Wiring by layer:
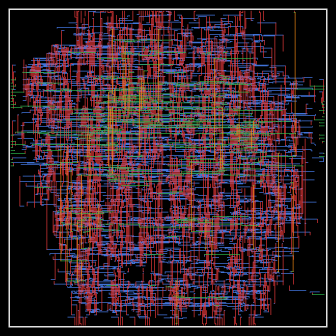
Track usage over the die:
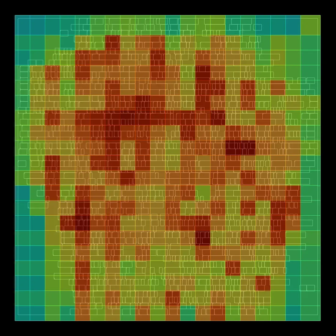
M2 wires:
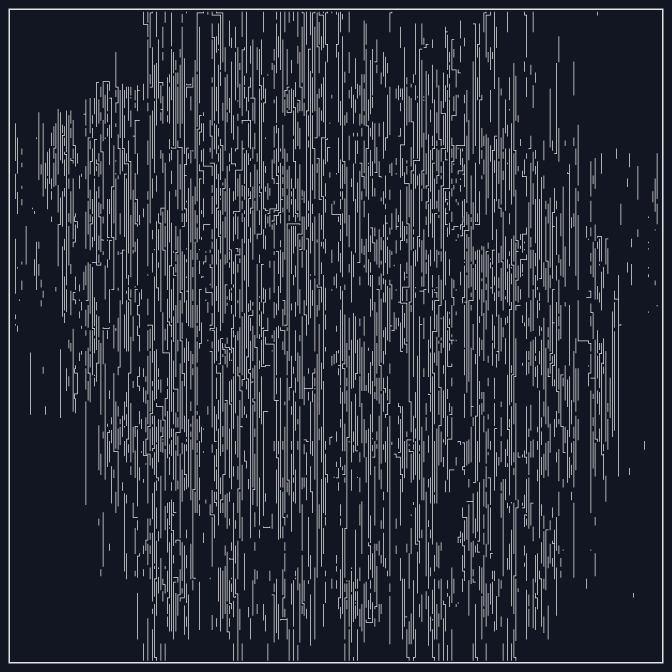
Selected gate families:
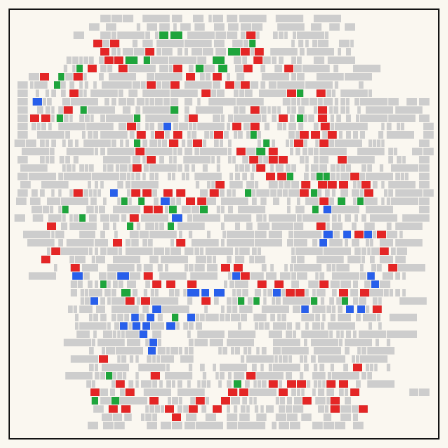
**config.mk**
```make
export PLATFORM = sky130hd
export DESIGN_NAME = rv_exec_divider
export DESIGN_NICKNAME = d
export VERILOG_FILES = /design/src/rtl/rv_exec_divider.sv
export SDC_FILE = /design/constraint.sdc
export NUM_CORES = 1
export LEC_CHECK = 0
export ABC_CLOCK_PERIOD_IN_PS = 4300
export CAP_MARGIN = 40
export CORE_UTILIZATION = 53
export CTS_CLUSTER_SIZE = 28
export DETAILED_ROUTE_END_ITERATION = 16
export GPL_TIMING_DRIVEN = 0
export PLACE_DENSITY = 0.83
export SYNTH_ARGS = -nofsm -noshare
export SYNTH_HDL_FRONTEND = slang
export SYNTH_SLANG_ARGS = --single-unit
```
**constraint.sdc**
```tcl
create_clock -name clk_i -period 4.3 [get_ports clk_i]
set_input_delay 0.43 -clock clk_i [delete_from_list [all_inputs] [get_ports clk_i]]
set_output_delay 0.43 -clock clk_i [all_outputs]
set_load 0.05 [all_outputs]
```
**src/rtl/rv_exec_divider.sv**
```systemverilog
// rv_exec_divider: iterative radix-2 restoring divider for the execute stage.
// Executes the RV32M DIV/DIVU/REM/REMU operations over multiple cycles.
// Each operation runs IDLE -> DIVIDE (32 steps) -> FIXUP -> IDLE, and a
// done pulse follows 34 cycles after the start is accepted.
//
// Optional build macro: RV_DIV_FAST_PATH_EN
//   When defined, a divide by zero or a signed overflow is finished at accept
//   time: the result is ready on the next cycle and busy is never raised.
//   When undefined, every operation takes the full latency.
//
// Ports:
//   clk_i          rising-edge clock
//   rst_i          asynchronous active-high reset
//   x_start_i      start request; operands and funct3 are sampled on accept
//   x_kill_i       aborts the current operation, or blocks a start in IDLE
//   x_funct3_i     100=DIV 101=DIVU 110=REM 111=REMU, other codes act as DIVU
//   x_rs1_value_i  dividend
//   x_rs2_value_i  divisor
//   x_busy_o       an operation is in progress
//   x_done_o       one-cycle pulse, x_result_o is valid in this cycle
//   x_result_o     quotient or remainder, held until the next result
module rv_exec_divider (
  input  logic        clk_i,
  input  logic        rst_i,
  input  logic        x_start_i,
  input  logic        x_kill_i,
  input  logic [2:0]  x_funct3_i,
  input  logic [31:0] x_rs1_value_i,
  input  logic [31:0] x_rs2_value_i,
  output logic        x_busy_o,
  output logic        x_done_o,
  output logic [31:0] x_result_o
);

  typedef enum logic [1:0] {
    S_IDLE,
    S_DIVIDE,
    S_FIXUP
  } state_e;

  state_e      state_q, state_d;
  logic [4:0]  cnt_q, cnt_d;
  logic [31:0] dvd_q, dvd_d;     // dividend shift register; holds the quotient at the end
  logic [31:0] dvs_q, dvs_d;     // divisor magnitude
  logic [31:0] rem_q, rem_d;     // partial remainder (always below the divisor)
  logic        is_rem_q, is_rem_d;
  logic        neg_quo_q, neg_quo_d;
  logic        neg_rem_q, neg_rem_d;
  logic        div0_q, div0_d;
  logic        done_q, done_d;
  logic [31:0] result_q, result_d;

  // Decoded view of the start request
  logic        op_signed;
  logic        op_rem;
  logic        a_neg;
  logic        b_neg;
  logic        fast_hit;
  logic [31:0] fast_res;

  // Datapath for one restoring step
  logic [32:0] rem_shift;
  logic [32:0] rem_diff;
  logic [31:0] quo_fix;
  logic [31:0] rem_fix;

  assign op_signed = (x_funct3_i == 3'b100) || (x_funct3_i == 3'b110);
  assign op_rem    = (x_funct3_i == 3'b110) || (x_funct3_i == 3'b111);
  assign a_neg     = op_signed & x_rs1_value_i[31];
  assign b_neg     = op_signed & x_rs2_value_i[31];

`ifdef RV_DIV_FAST_PATH_EN
  assign fast_hit = (x_rs2_value_i == '0) ||
                    (op_signed && (x_rs1_value_i == 32'h8000_0000) && (x_rs2_value_i == '1));
  assign fast_res = (x_rs2_value_i == '0) ? (op_rem ? x_rs1_value_i : '1)
                                          : (op_rem ? '0 : 32'h8000_0000);
`else
  assign fast_hit = 1'b0;
  assign fast_res = '0;
`endif

  // The shifted remainder is below twice the divisor, so bit 32 of the
  // 33-bit difference is set exactly when the trial subtraction goes negative.
  assign rem_shift = {rem_q, dvd_q[31]};
  assign rem_diff  = rem_shift - {1'b0, dvs_q};

  // With a zero divisor the loop yields all-ones and |rs1|; restoring the
  // dividend sign on the remainder returns rs1, but the quotient must stay
  // all-ones, so its negation is suppressed.
  assign quo_fix = (neg_quo_q && !div0_q) ? (32'd0 - dvd_q) : dvd_q;
  assign rem_fix = neg_rem_q ? (32'd0 - rem_q) : rem_q;

  always_comb begin
    state_d   = state_q;
    cnt_d     = cnt_q;
    dvd_d     = dvd_q;
    dvs_d     = dvs_q;
    rem_d     = rem_q;
    is_rem_d  = is_rem_q;
    neg_quo_d = neg_quo_q;
    neg_rem_d = neg_rem_q;
    div0_d    = div0_q;
    done_d    = 1'b0;
    result_d  = result_q;

    unique case (state_q)
      S_IDLE: begin
        if (x_start_i && !x_kill_i) begin
          if (fast_hit) begin
            result_d = fast_res;
            done_d   = 1'b1;
          end else begin
            state_d   = S_DIVIDE;
            cnt_d     = 5'd31;
            dvd_d     = a_neg ? (32'd0 - x_rs1_value_i) : x_rs1_value_i;
            dvs_d     = b_neg ? (32'd0 - x_rs2_value_i) : x_rs2_value_i;
            rem_d     = '0;
            is_rem_d  = op_rem;
            neg_quo_d = a_neg ^ b_neg;
            neg_rem_d = a_neg;
            div0_d    = (x_rs2_value_i == '0);
          end
        end
      end

      S_DIVIDE: begin
        if (x_kill_i) begin
          state_d = S_IDLE;
        end else begin
          if (!rem_diff[32]) begin
            rem_d = rem_diff[31:0];
            dvd_d = {dvd_q[30:0], 1'b1};
          end else begin
            rem_d = rem_shift[31:0];
            dvd_d = {dvd_q[30:0], 1'b0};
          end
          cnt_d = cnt_q - 5'd1;
          if (cnt_q == 5'd0) begin
            state_d = S_FIXUP;
          end
        end
      end

      S_FIXUP: begin
        state_d = S_IDLE;
        if (!x_kill_i) begin
          result_d = is_rem_q ? rem_fix : quo_fix;
          done_d   = 1'b1;
        end
      end

      default: begin
        state_d = S_IDLE;
      end
    endcase
  end

  always_ff @(posedge clk_i or posedge rst_i) begin
    if (rst_i) begin
      state_q   <= S_IDLE;
      cnt_q     <= '0;
      dvd_q     <= '0;
      dvs_q     <= '0;
      rem_q     <= '0;
      is_rem_q  <= 1'b0;
      neg_quo_q <= 1'b0;
      neg_rem_q <= 1'b0;
      div0_q    <= 1'b0;
      done_q    <= 1'b0;
      result_q  <= '0;
    end else begin
      state_q   <= state_d;
      cnt_q     <= cnt_d;
      dvd_q     <= dvd_d;
      dvs_q     <= dvs_d;
      rem_q     <= rem_d;
      is_rem_q  <= is_rem_d;
      neg_quo_q <= neg_quo_d;
      neg_rem_q <= neg_rem_d;
      div0_q    <= div0_d;
      done_q    <= done_d;
      result_q  <= result_d;
    end
  end

  assign x_busy_o   = (state_q != S_IDLE);
  assign x_done_o   = done_q;
  assign x_result_o = result_q;

endmodule

```
==> flow_summary.toml <==
# physical design summary
[run_status]
status = "completed"

[global_route]
use_met2_pct = 48.9
grt_pass1_wl_um = 47000
track_usage_pct = 30.5
overflow = 0

[yosys]
synth_stat.cells = 1248
synth_dominant_cell_count = "o21ai_0"
common_cells = "184 x o21ai_0, 163 x nand2_1, 140 x dfrtp_1, 98 x a21oi_1, 84 x nor2_1"
ys.flop_type = "dfrtp_1"
yosys_area_mm2 = 0.0101
syn_area_per_cell_um2 = 8.11
ys_sh_adder_pct = 4.90
yosys_warnings = 0
synth_nets = 1358
yosysSeqAreaShare_pct = 34.6
top_cells_by_area = "dfrtp_1 35%, o21ai_0 9.1%, xnor2_1 6.2%, nand2_1 6.0%, xor2_1 6.0%"
synth-compound-area-share_pct = 24.3
synth_cell_types = 61
largest_area_cell = "dfrtp_1"

[worst_setup_path]
crit_slowest_cell = "a2111oi_0"
cp_data_required_time_ps = 4610
path_cells = "inv_1 -> ha_1 -> fa_1 -> nand2b_1 -> a21o_1 -> a21oi_1 -> o211ai_1 -> a211o_1 -> a2111oi_0 -> a311oi_2 -> clkbuf_4 -> clkbuf_2 -> a32oi_1 -> o21ai_0"
cp-end-kind = "register"
crit_fanout = 10
reg2regPathDepth = 14
rr_startpoint = "dvd_q[31]$_DFFE_PP0P_"
rrSetupSlack_ps = 160
cp-start-kind = "register"

[sta]
fin_skew_ps = 10.0
slew_headroom_pct = 46.7
period_used_pct = 96.2
worst_pin_slew_ps = 793
tns_ps = 0
period_needed_ps = 4140
timing.fmax_ghz = 0.242
final_max_slew_viol_count = 0
hold_violations = 0

[final_layout]
synthToLayoutAreaGrowth_pct = 19.6
final_area_mm2 = 0.0121
fill_cells = 1567
nets = 1483
finalNonFillerCells = 1620

[clock_network]
clkLatencyLatePin_ps = 440
cts-root-buf = "clkbuf_16"
cts.path.max_buffers = 2

[pwr]
p_clk_share_pct = 21.5
finalPower_mw = 6.92
irDropWorstVdd_mv = 0.395
p_int_mw = 3.89
p_per_area_mw_per_mm2 = 572

[detailed_routing]
wl_met2_um = 13600
met3_length_um = 2460
first_pass_iters = 6
drcViolationCount = 0
drt_first_iter_violations = 1057
wl_met1_um = 12300

[floorplan]
core_mm2 = 0.0187
die_area_mm2 = 0.0197
die_w_um = 140

[placement]
pre_cts_ws_ps = 307
gp_congestion = 0.960
numPortBuffers = 104

[worst_hold_path]
hp-class = "in2async"
About 'wiring by layer':
| colour | layer | wire length |
|---|---|---|
| orange | metal 4 | 958 um |
| blue | metal 1 | 12300 um |
| green | metal 3 | 2460 um |
| red | metal 2 | 13600 um |
Total Wirelength: 29300 um
Avg WL per Cell: 18.1 um
total number of vias: 9993

About 'track usage over the die':
GR met1 Demand/Resource: 39.5%
M3 GR Usage: 7.79%
grt peak-use layer: met2

About 'M2 wires':
main direction: vertical
longest straight run: 53.2 um
wire length on this layer: 13600 um

About 'selected gate families':
| colour | family | cells |
|---|---|---|
| green | AND and OR gates | 49 |
| blue | AND-OR and OR-AND gates | 34 |
| red | XOR/XNOR gates | 141 |

==> power by group through the flow <==
stage | logic [mW] | registers (mW) | clock network, mW
6_report | 3.42 | 2.02 | 1.49
5_1_grt | 3.76 | 2.04 | 1.55
4_1_cts | 3.33 | 1.99 | 1.49
3_5_place_dp | 3.29 | 2.01 | 0
3_3_place_gp | 3.21 | 2.00 | 0
2_1_floorplan | 2.58 | 1.87 | 0
==> final timing paths <==
check,to
worst max-delay path,rem_q[18]$_DFFE_PP0P_
worst min-delay path,dvs_q[6]$_DFFE_PP0P_
worst max register to register,rem_q[18]$_DFFE_PP0P_
worst min register to register,dvs_q[6]$_DFFE_PP0P_
max in group asynchronous,x_result_o[21]$_DFFE_PP0P_
min in group clk_i,dvs_q[6]$_DFFE_PP0P_
==> state kept, by name (all words and copies together), names as in the netlist <==
signal	flops
dvd_q	32
is_rem_q	1
state_q	2
x_result_o	32
cnt_q	5
rem_q	32
neg_rem_q	1
neg_quo_q	1
dvs_q	32
div0_q	1
x_done_o	1
==> final cells by class <==
type | instances | area [um^2] | share of cell area (%)
clock inverters | 15 | 164 | 1.35
multi-input cells | 988 | 6170 | 51.0
flip-flops and latches | 140 | 3500 | 28.9
inverters | 55 | 211 | 1.75
clock buffers | 17 | 425 | 3.52
plain buffers | 65 | 254 | 2.10
well taps | 234 | 293 | 2.42
repair buffers | 106 | 1080 | 8.89
==> critical path: cells and delay by family (launching register included) <==
family,cells,cell delay [ps]
AND-OR/OR-AND,8,2180
adder cells (fa/ha/maj),2,670
buffers and inverters,3,610
flip-flops,1,350
AND/OR/NAND/NOR,1,190
==> repair_timing <==
| action | CTS | global route |
|---|---|---|
| endpoints found under the setup margin | 0 | 19 |
| setup buffers | 0 | 0 |
| hold endpoints to repair | 0 | 0 |
| gates resized | 0 | 5 |
Power figures rest on the tool's default switching activity, not on a simulated workload.
